**src/rtl/power_grant_pkg.sv**
```systemverilog
// Shared types for the power grant arbiter.
//   state_t : one-hot FSM state encoding, also driven out on the state port.
package power_grant_pkg;

    typedef enum logic [3:0] {
        ST_IDLE  = 4'b0001,
        ST_GNT   = 4'b0010,
        ST_SLEEP = 4'b0100,
        ST_WAKE  = 4'b1000
    } state_t;

endpackage

```
**src/rtl/power_grant_arbiter_rr_pick.sv**
```systemverilog
// Combinational round-robin priority picker.
// Searches req upward from rr_ptr, wrapping at N_CH, and returns the first set bit.
//   req    : per-channel request vector
//   rr_ptr : channel index where the search starts
//   pick   : one-hot of the chosen channel (all-zero when nothing requests)
//   idx    : index of the chosen channel (0 when nothing requests)
//   any    : at least one request is set
module rr_pick #(
    parameter int N_CH = 4
) (
    input  logic [N_CH-1:0]         req,
    input  logic [$clog2(N_CH)-1:0] rr_ptr,
    output logic [N_CH-1:0]         pick,
    output logic [$clog2(N_CH)-1:0] idx,
    output logic                    any
);

    localparam int IW = $clog2(N_CH);

    int            cand;
    logic [IW-1:0] cand_idx;

    always_comb begin
        pick     = '0;
        idx      = '0;
        any      = 1'b0;
        cand     = 0;
        cand_idx = '0;
        for (int k = 0; k < N_CH; k++) begin
            cand     = (int'(rr_ptr) + k) % N_CH;
            cand_idx = IW'(cand);
            if (!any && req[cand_idx]) begin
                any           = 1'b1;
                idx           = cand_idx;
                pick[cand_idx] = 1'b1;
            end
        end
    end

endmodule

```
**src/rtl/power_grant_arbiter.sv**
```systemverilog
// Round-robin grant arbiter with bounded hold time, idle-timeout sleep and a
// timed wake sequence. Sits between requesting power domains and the
// power-switch controller.
//   clock     : single clock, rising edge
//   reset     : synchronous, active-high
//   req       : per-channel level request
//   gnt       : registered one-hot grant (or zero)
//   gnt_id    : index of the granted channel, meaningful while gnt_valid
//   gnt_valid : |gnt
//   state     : one-hot FSM state
//   sleep_en  : power-down request, high only in SLEEP
//
// state | meaning
// ------+--------------------------------------------------------------
// IDLE  | no grant; pick next requester, or count toward sleep timeout
// GNT   | one channel holds gnt; released on drop or hold-limit pre-empt
// SLEEP | sleep_en asserted; any request starts the wake sequence
// WAKE  | fixed-length power-up delay, requests ignored, then IDLE
module power_grant_arbiter
    import power_grant_pkg::*;
#(
    parameter int N_CH         = 4,
    parameter int HOLD_MAX     = 16,
    parameter int SLEEP_CYCLES = 8,
    parameter int WAKE_CYCLES  = 2
) (
    input  logic                    clock,
    input  logic                    reset,
    input  logic [N_CH-1:0]         req,
    output logic [N_CH-1:0]         gnt,
    output logic [$clog2(N_CH)-1:0] gnt_id,
    output logic                    gnt_valid,
    output logic [3:0]              state,
    output logic                    sleep_en
);

    localparam int IW      = $clog2(N_CH);
    localparam int HOLD_W  = $clog2(HOLD_MAX + 1);
    localparam int IDLE_W  = $clog2(SLEEP_CYCLES + 1);
    localparam int WAKE_W  = $clog2(WAKE_CYCLES + 1);

    localparam logic [HOLD_W-1:0] HOLD_LAST = HOLD_W'(HOLD_MAX - 1);
    localparam logic [IDLE_W-1:0] IDLE_LAST = IDLE_W'(SLEEP_CYCLES - 1);
    localparam logic [WAKE_W-1:0] WAKE_LAST = WAKE_W'(WAKE_CYCLES - 1);
    localparam logic [IW-1:0]     CH_LAST   = IW'(N_CH - 1);

    state_t            state_q;
    logic [IW-1:0]     rr_ptr;
    logic [HOLD_W-1:0] hold_cnt;
    logic [IDLE_W-1:0] idle_cnt;
    logic [WAKE_W-1:0] wake_cnt;

    logic [N_CH-1:0]   pick;
    logic [IW-1:0]     pick_idx;
    logic              pick_any;
    logic              holder_req;
    logic              others_req;

    rr_pick #(
        .N_CH (N_CH)
    ) u_rr_pick (
        .req    (req),
        .rr_ptr (rr_ptr),
        .pick   (pick),
        .idx    (pick_idx),
        .any    (pick_any)
    );

    // gnt is one-hot while in GNT, so masking with it selects the holder
    // without indexing req by gnt_id.
    assign holder_req = |(req & gnt);
    assign others_req = |(req & ~gnt);
    assign state      = state_q;

    always_ff @(posedge clock) begin
        if (reset) begin
            state_q   <= ST_IDLE;
            gnt       <= '0;
            gnt_id    <= '0;
            gnt_valid <= 1'b0;
            sleep_en  <= 1'b0;
            rr_ptr    <= '0;
            hold_cnt  <= '0;
            idle_cnt  <= '0;
            wake_cnt  <= '0;
        end else begin
            case (state_q)
                ST_IDLE: begin
                    if (pick_any) begin
                        state_q   <= ST_GNT;
                        gnt       <= pick;
                        gnt_id    <= pick_idx;
                        gnt_valid <= 1'b1;
                        rr_ptr    <= (pick_idx == CH_LAST) ? '0 : pick_idx + 1'b1;
                        hold_cnt  <= '0;
                        idle_cnt  <= '0;
                    end else if (idle_cnt == IDLE_LAST) begin
                        state_q  <= ST_SLEEP;
                        sleep_en <= 1'b1;
                    end else begin
                        idle_cnt <= idle_cnt + 1'b1;
                    end
                end
                ST_GNT: begin
                    if (!holder_req || (hold_cnt == HOLD_LAST && others_req)) begin
                        state_q   <= ST_IDLE;
                        gnt       <= '0;
                        gnt_valid <= 1'b0;
                    end else if (hold_cnt != HOLD_LAST) begin
                        hold_cnt <= hold_cnt + 1'b1;
                    end
                end
                ST_SLEEP: begin
                    if (|req) begin
                        state_q  <= ST_WAKE;
                        sleep_en <= 1'b0;
                        wake_cnt <= '0;
                    end
                end
                ST_WAKE: begin
                    if (wake_cnt == WAKE_LAST) begin
                        state_q  <= ST_IDLE;
                        idle_cnt <= '0;
                    end else begin
                        wake_cnt <= wake_cnt + 1'b1;
                    end
                end
                default: begin
                    state_q   <= ST_IDLE;
                    gnt       <= '0;
                    gnt_id    <= '0;
                    gnt_valid <= 1'b0;
                    sleep_en  <= 1'b0;
                end
            endcase
        end
    end

endmodule

```
**config.mk**
```make
export PLATFORM = sky130hd
export DESIGN_NAME = power_grant_arbiter
export DESIGN_NICKNAME = d
export VERILOG_FILES = /design/src/rtl/power_grant_pkg.sv /design/src/rtl/power_grant_arbiter_rr_pick.sv /design/src/rtl/power_grant_arbiter.sv
export SDC_FILE = /design/constraint.sdc
export NUM_CORES = 1
export LEC_CHECK = 0
export ABC_AREA = 1
export CAP_MARGIN = 10
export CORE_MARGIN = 1.5
export CORE_UTILIZATION = 56
export CTS_CLUSTER_DIAMETER = 40
export DETAILED_ROUTE_END_ITERATION = 8
export PLACE_DENSITY = 0.76
export SLEW_MARGIN = 20
export SYNTH_ARGS = -nofsm -noshare
export SYNTH_HDL_FRONTEND = slang
export SYNTH_SLANG_ARGS = --single-unit
```
**constraint.sdc**
```tcl
create_clock -name clock -period 2.3 [get_ports clock]
set_input_delay 0.575 -clock clock [delete_from_list [all_inputs] [get_ports clock]]
set_output_delay 0.575 -clock clock [all_outputs]
set_load 0.02 [all_outputs]
```
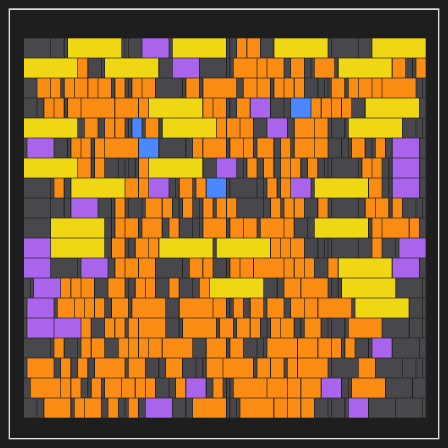
Run 1: placement by cell class
Fill, decap, tap and diode cells in gray.
[clock drivers and dummy loads] blue | cells: 4
[combinational and other logic] orange | cells: 220
[other buffers and delay cells] purple | cells: 26
[flops] yellow | cells: 25
final core area utilization: 70.4%
design area: 0.00199 sq mm
std cell rows: 19
area inside the core boundary: 0.00283 sq mm

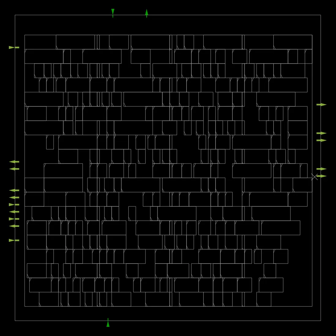
Run 1: cell outlines without signal wires
FFs & Latches: 25
Tapcells: 31
fillcell total: 257

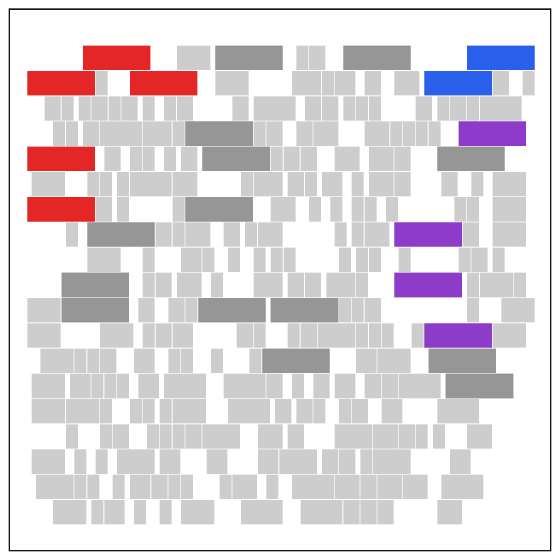
Run 1: sequential cells grouped by signal name
[state] purple | sequential cells: 4 | where: east
[wake_cnt] blue | sequential cells: 2
[hold_cnt] red | sequential cells: 5 | where: north-west
not colored: 14

-- run 1: registers in the layout, summed over array words and instances (netlist names), named ones only --
register / flops
sleep_en: 1
wake_cnt: 2
gnt: 4
state: 4
rr_ptr: 1
gnt_valid: 1
hold_cnt: 5
gnt_id: 2
idle_cnt: 4
-- run 1: final cells by class --
type / count / area share, %
Sequential cell: 25 / 25.1
Multi-Input combinational cell: 185 / 53.0
Inverter: 35 / 6.72
Clock buffer: 4 / 1.32
Tap cell: 31 / 1.95
Timing Repair Buffer: 26 / 11.9
-- run 1: worst min-delay path, stage by stage, from the launching register on --
cell,delay [ps]
sky130_fd_sc_hd__dfxtp_1,330
sky130_fd_sc_hd__inv_1,40
sky130_fd_sc_hd__a21oi_1,50
==> README.md, run 1 <==
| Stage | Result | This run |
| --- | --- | --- |
| outcome | Run status | finished, violations left |
| outcome | Violated checks | design-rule violations |
| route | Average routed wire per standard cell | 11.8 um |
| setup path | Number of stages on the worst setup path | 1 |
| route | Vias after detailed routing | 1641 |
| yosys | Area fraction in xor and xnor cells | 1.54% |
| clocking | Deepest level of the CTS H-tree | 1 |
| hold path | Classification of the worst-slack hold path | reg2reg |
| clocking | TritonCTS Buffers | 3 |
| setup path | Critical path required time | 1730 ps |
| global routing | All-Layer GR Usage | 23.7% |
| sta | Peak clock frequency supported by timing | 515 MHz |
| setup path | End of the worst register-to-register path | rr_ptr[1] |
| setup path | Cell at the slowest stage of the critical path | sky130_fd_sc_hd__clkdlybuf4s50_1 |
| pwr | Top pwr grp | combinational logic |
| yosys | Most used flip-flop cell after synthesis | sky130_fd_sc_hd__dfxtp_1 |
| sta | Post-route clock skew | 10.6 ps |
| pwr | Switching power as a share of total power | 48.0% |
| global routing | Vias in the first global route | 1430 |
| pwr | Power after layout | 1.90 mW |
| place | Pre-CTS setup slack | 41.5 ps |
| route | Number of remaining DRC errors | 1 |
| place | Instance area at placement | 0.00197 sq mm |
| pwr | Combinational-cell power consumption | 1.16 mW |
Run 1, wiring heat map:
Bar = 20 um. 12 x 12 tiles, from black (low) to pale yellow (high), scaled to the fullest tile. Values are wire area over tile area, all layers added.
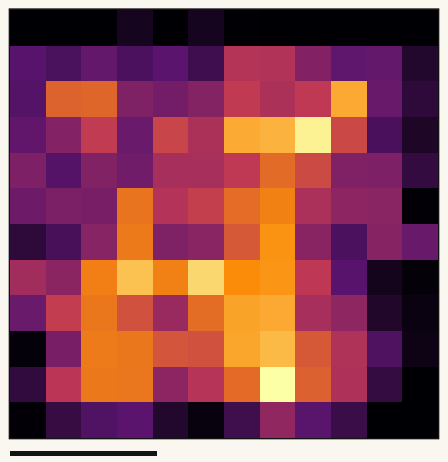

--- run 2 (diff from run 1) ---
clock period = 1.8 ns   (was 2.3 ns; I/O delays follow)
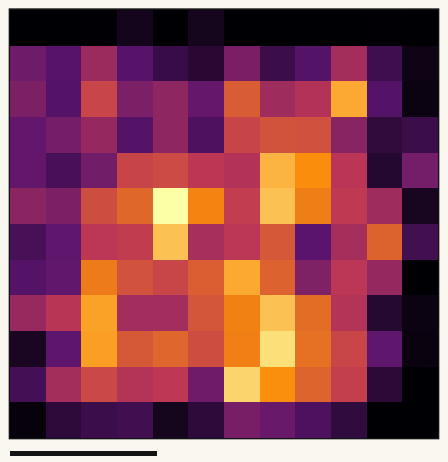
Run 2: wiring heat map
Bar = 20 um. 12 x 12 tiles, from black (low) to pale yellow (high), scaled to the fullest tile. Values are wire area over tile area, all layers added.
mean over tiles: 0.18
fullest tile: 0.48
nearly empty tiles: 10%
tiles over half the peak: 33%

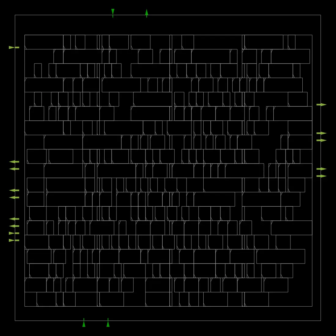
Run 2: cell outlines without signal wires
final core area utilization: 75.1%
fillcell total: 240
share of the final layout cell area in sequential cells: 23.7%
Non-Filler Instances: 319

==> run 2 against run 1 <==
Against the previous run:
- the run now ends clean
- final area is 6.7% higher
- utilization is 4.7 points higher
- non-clock buffer count is 13 higher
- wire length is 7.8% higher
- synthesized cell count stayed put
- hold slack better by 9.9 ps
- combinational power is 44% higher
- clock-buffer cell count is 1 lower
- area after synthesis stayed put
- sequential cell count stayed put
- critical path type unchanged
- critical endpoint is now gnt_valid
- largest power group unchanged
- highest routed layer unchanged
==> README.md, run 2 <==
| Stage | Result | This run |
| --- | --- | --- |
| outcome | Run status | complete, no violations |
| sta | Peak clock frequency supported by timing | 575 MHz |
| cells and area | Biggest register | hold_cnt |
| cells and area | Area growth syn-to-layout | 24.5% |
| sta | Setup repair after global routing missed its margin | false |
| route | Number of remaining DRC errors | 0 |
| cells and area | Flip-flop count of the largest register, all copies and words added | 5 |
| clocking | Deepest level of the CTS H-tree | 1 |
| route | Vias after detailed routing | 1722 |
| pwr | Combinational-cell power consumption | 1.67 mW |
| global routing | Vias in the first global route | 1514 |
| global routing | All-Layer GR Usage | 23.9% |
| pwr | Switching power as a share of total power | 47.5% |
| route | First-pass detailed-route iteration total | 6 |
| floorplan | I/O pins | 18 |
| hold path | Classification of the worst-slack hold path | reg2reg |
| cells and area | Design area | 0.00212 sq mm |
| clocking | Cell chosen for the clock root | sky130_fd_sc_hd__clkbuf_4 |
| yosys | Most used flip-flop cell after synthesis | sky130_fd_sc_hd__dfxtp_1 |
| setup path | Critical path required time | 1350 ps |
| yosys | Async set-or-reset flop fraction in the synthesized netlist | 0% |
| clocking | Post-cts sizing count | 6 |
| floorplan | Area inside the core boundary | 0.00283 sq mm |
| place | Instance area at placement | 0.00204 sq mm |
| yosys | Basic-gate share of the synthesized area counting and, or, nand and nor cells | 38.6% |
| yosys | Area fraction in xor and xnor cells | 1.54% |
| setup path | R2R Setup Slk | 110 ps |
| yosys | Synth mux share | 0% |
| pwr | Power after layout | 2.64 mW |
| job | Maxcap violations | 0 |
| floorplan | Std cell rows | 19 |
| route | Average routed wire per standard cell | 12.2 um |
| sta | Post-route clock skew | 1.32 ps |
| cells and area | Most frequently placed logic cells in the final layout | sky130_fd_sc_hd__nand2_1 (56), sky130_fd_sc_hd__inv_1 (29), sky130_fd_sc_hd__nand3_1 (27) |
| setup path | Cell at the slowest stage of the critical path | sky130_fd_sc_hd__clkdlybuf4s50_1 |
| clocking | TritonCTS Buffers | 3 |
| setup path | Critical Path Max Stage Delay | 600 ps |
| pwr | Top pwr grp | combinational logic |
==> run 2: netlist changes by cell type in the layout (fill, tap and decap cells not counted), sizes merged <==
cell / before / now
dlymetal6s2s: 0 / 8
clkbuf: 4 / 3
dlygate4sd2: 0 / 5
buf: 9 / 22
clkinvlp: 0 / 1
clkdlybuf4s50: 17 / 4
==> run 2: layout make-up <==
type,count,area [sq um]
Clock buffer,3,22.5
Clock inverter,1,7.51
Fill cell,240,704
Inverter,35,134
Multi-Input combinational cell,185,1070
Sequential cell,25,503
Tap cell,31,38.8
Timing Repair Buffer,39,349
==> run 2: metrics by stage <==
stage	setup WS, ps	std cells	util (%)
after CTS	3.18	315	73.2
final	59.9	319	75.1
after floorplan	16.2	247	-
after global placement	-272	311	72.0
after global routing	1.61	319	75.1
after detailed placement	-291	311	72.0
--- run 3 (diff from run 2) ---
SKIP_LAST_GASP = 1   (was default)
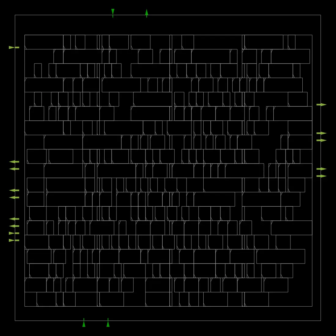
Run 3: cell outlines without signal wires

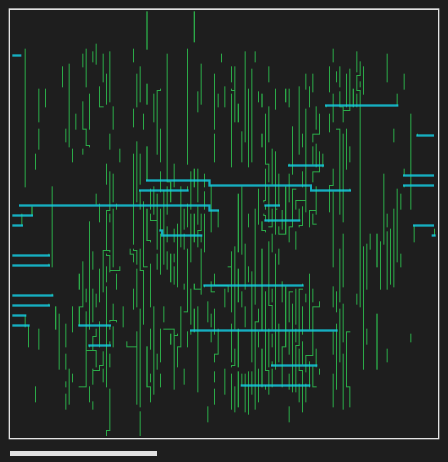
Run 3: wiring by layer
Bar = 20 um. Two of the layers only.
[metal 2] green | wire length: 1650 um
[metal 3] cyan | wire length: 186 um
vias after detailed routing: 1722
wirelength, routed: 3.89 mm
All-Layer GR Usage: 23.9%

==> run 3 against run 2 <==
Against the previous run:
- synthesized cell count unchanged
- utilization unchanged
- register-to-register slack about the same
- maximum frequency unchanged
- worst setup slack unchanged
- clock-buffer cell count unchanged
- critical path depth unchanged
- combinational power about the same
- final area unchanged
- critical path type unchanged
- first-iteration DRC count unchanged
- global-route usage unchanged
- highest routed layer unchanged
==> README.md, run 3 <==
| Stage | Result | This run |
| --- | --- | --- |
| job | Maxcap violations | 0 |
| cells and area | Most frequently placed logic cells in the final layout | sky130_fd_sc_hd__nand2_1 (56), sky130_fd_sc_hd__inv_1 (29), sky130_fd_sc_hd__nand3_1 (27) |
| cells and area | Sequential cell area | 503 sq um |
| cells and area | FFs & Latches | 25 |
| clocking | Post-cts sizing count | 6 |
| clocking | Cell chosen for the clock root | sky130_fd_sc_hd__clkbuf_4 |
| place | Pre-CTS setup slack | -291 ps |
| setup path | Critical path required time | 1350 ps |
| global routing | Vias in the first global route | 1514 |
| cells and area | Flip-flop count of the largest register, all copies and words added | 5 |
| cells and area | Number of non-clock buffers | 39 |
| hold path | Classification of the worst-slack hold path | reg2reg |
| outcome | Run status | complete, no violations |
| cells and area | Top class by area | logic gates |
| pwr | Combinational-cell power consumption | 1.67 mW |
| cells and area | Clock network contribution to total cell area | 1.41% |
| cells and area | Design area | 0.00212 sq mm |
| cells and area | Footprint of the multi-input gates | 0.00107 sq mm |
| cells and area | Fillcell total | 240 |
| clocking | Deepest level of the CTS H-tree | 1 |
| cells and area | Number of non-clock inverters in the layout | 35 |
| route | Average routed wire per standard cell | 12.2 um |
| yosys | Async set-or-reset flop fraction in the synthesized netlist | 0% |
| cells and area | Share of the final layout cell area in sequential cells | 23.7% |
| clocking | TritonCTS Buffers | 3 |
| setup path | Cell at the slowest stage of the critical path | sky130_fd_sc_hd__clkdlybuf4s50_1 |
| pwr | Switching power as a share of total power | 47.5% |
| route | First-pass detailed-route iteration total | 6 |
| setup path | R2R Setup Slk | 110 ps |
| cells and area | Portion of the layout cell area used by non-clock buffers | 16.4% |
| setup path | End of the worst register-to-register path | gnt[0] |
| sta | Post-route clock skew | 1.32 ps |
| cells and area | Final core area utilization | 75.1% |
| pwr | Power after layout | 2.64 mW |
| cells and area | Non-Filler Instances | 319 |
| cells and area | Number of combinational gates with multiple inputs | 185 |
| floorplan | Std cell rows | 19 |
==> run 3: cell counts after synthesis <==
No cell type changed its count.
==> run 3: kinds of logic (layout without fill, tap and decap cells) <==
family	Yosys count	after routing	share of synthesized area [%]
DFF	25	25	29.3
and+or+nand+nor	132	132	38.6
AOI/OAI and AO/OA	38	38	12.9
adders and majority gates	12	12	8.80
buffers and inverters	37	78	8.87
xor gates and xnor gates	3	3	1.54
==> run 3: how the worst max path moves through the flow <==
stage	endpoint	from	depth (start not counted)	slack (ps)
finish	gnt_valid	gnt_valid	1	60
global route	hold_cnt[1]	hold_cnt[0]	10	2
CTS	state[3]	state[3]	1	3
detailed placement	idle_cnt[2]	req[1]	10	-290
global placement	idle_cnt[2]	req[1]	10	-270
floorplan	rr_ptr[1]	register	14	20
Power is estimated from default activity; no workload was simulated.
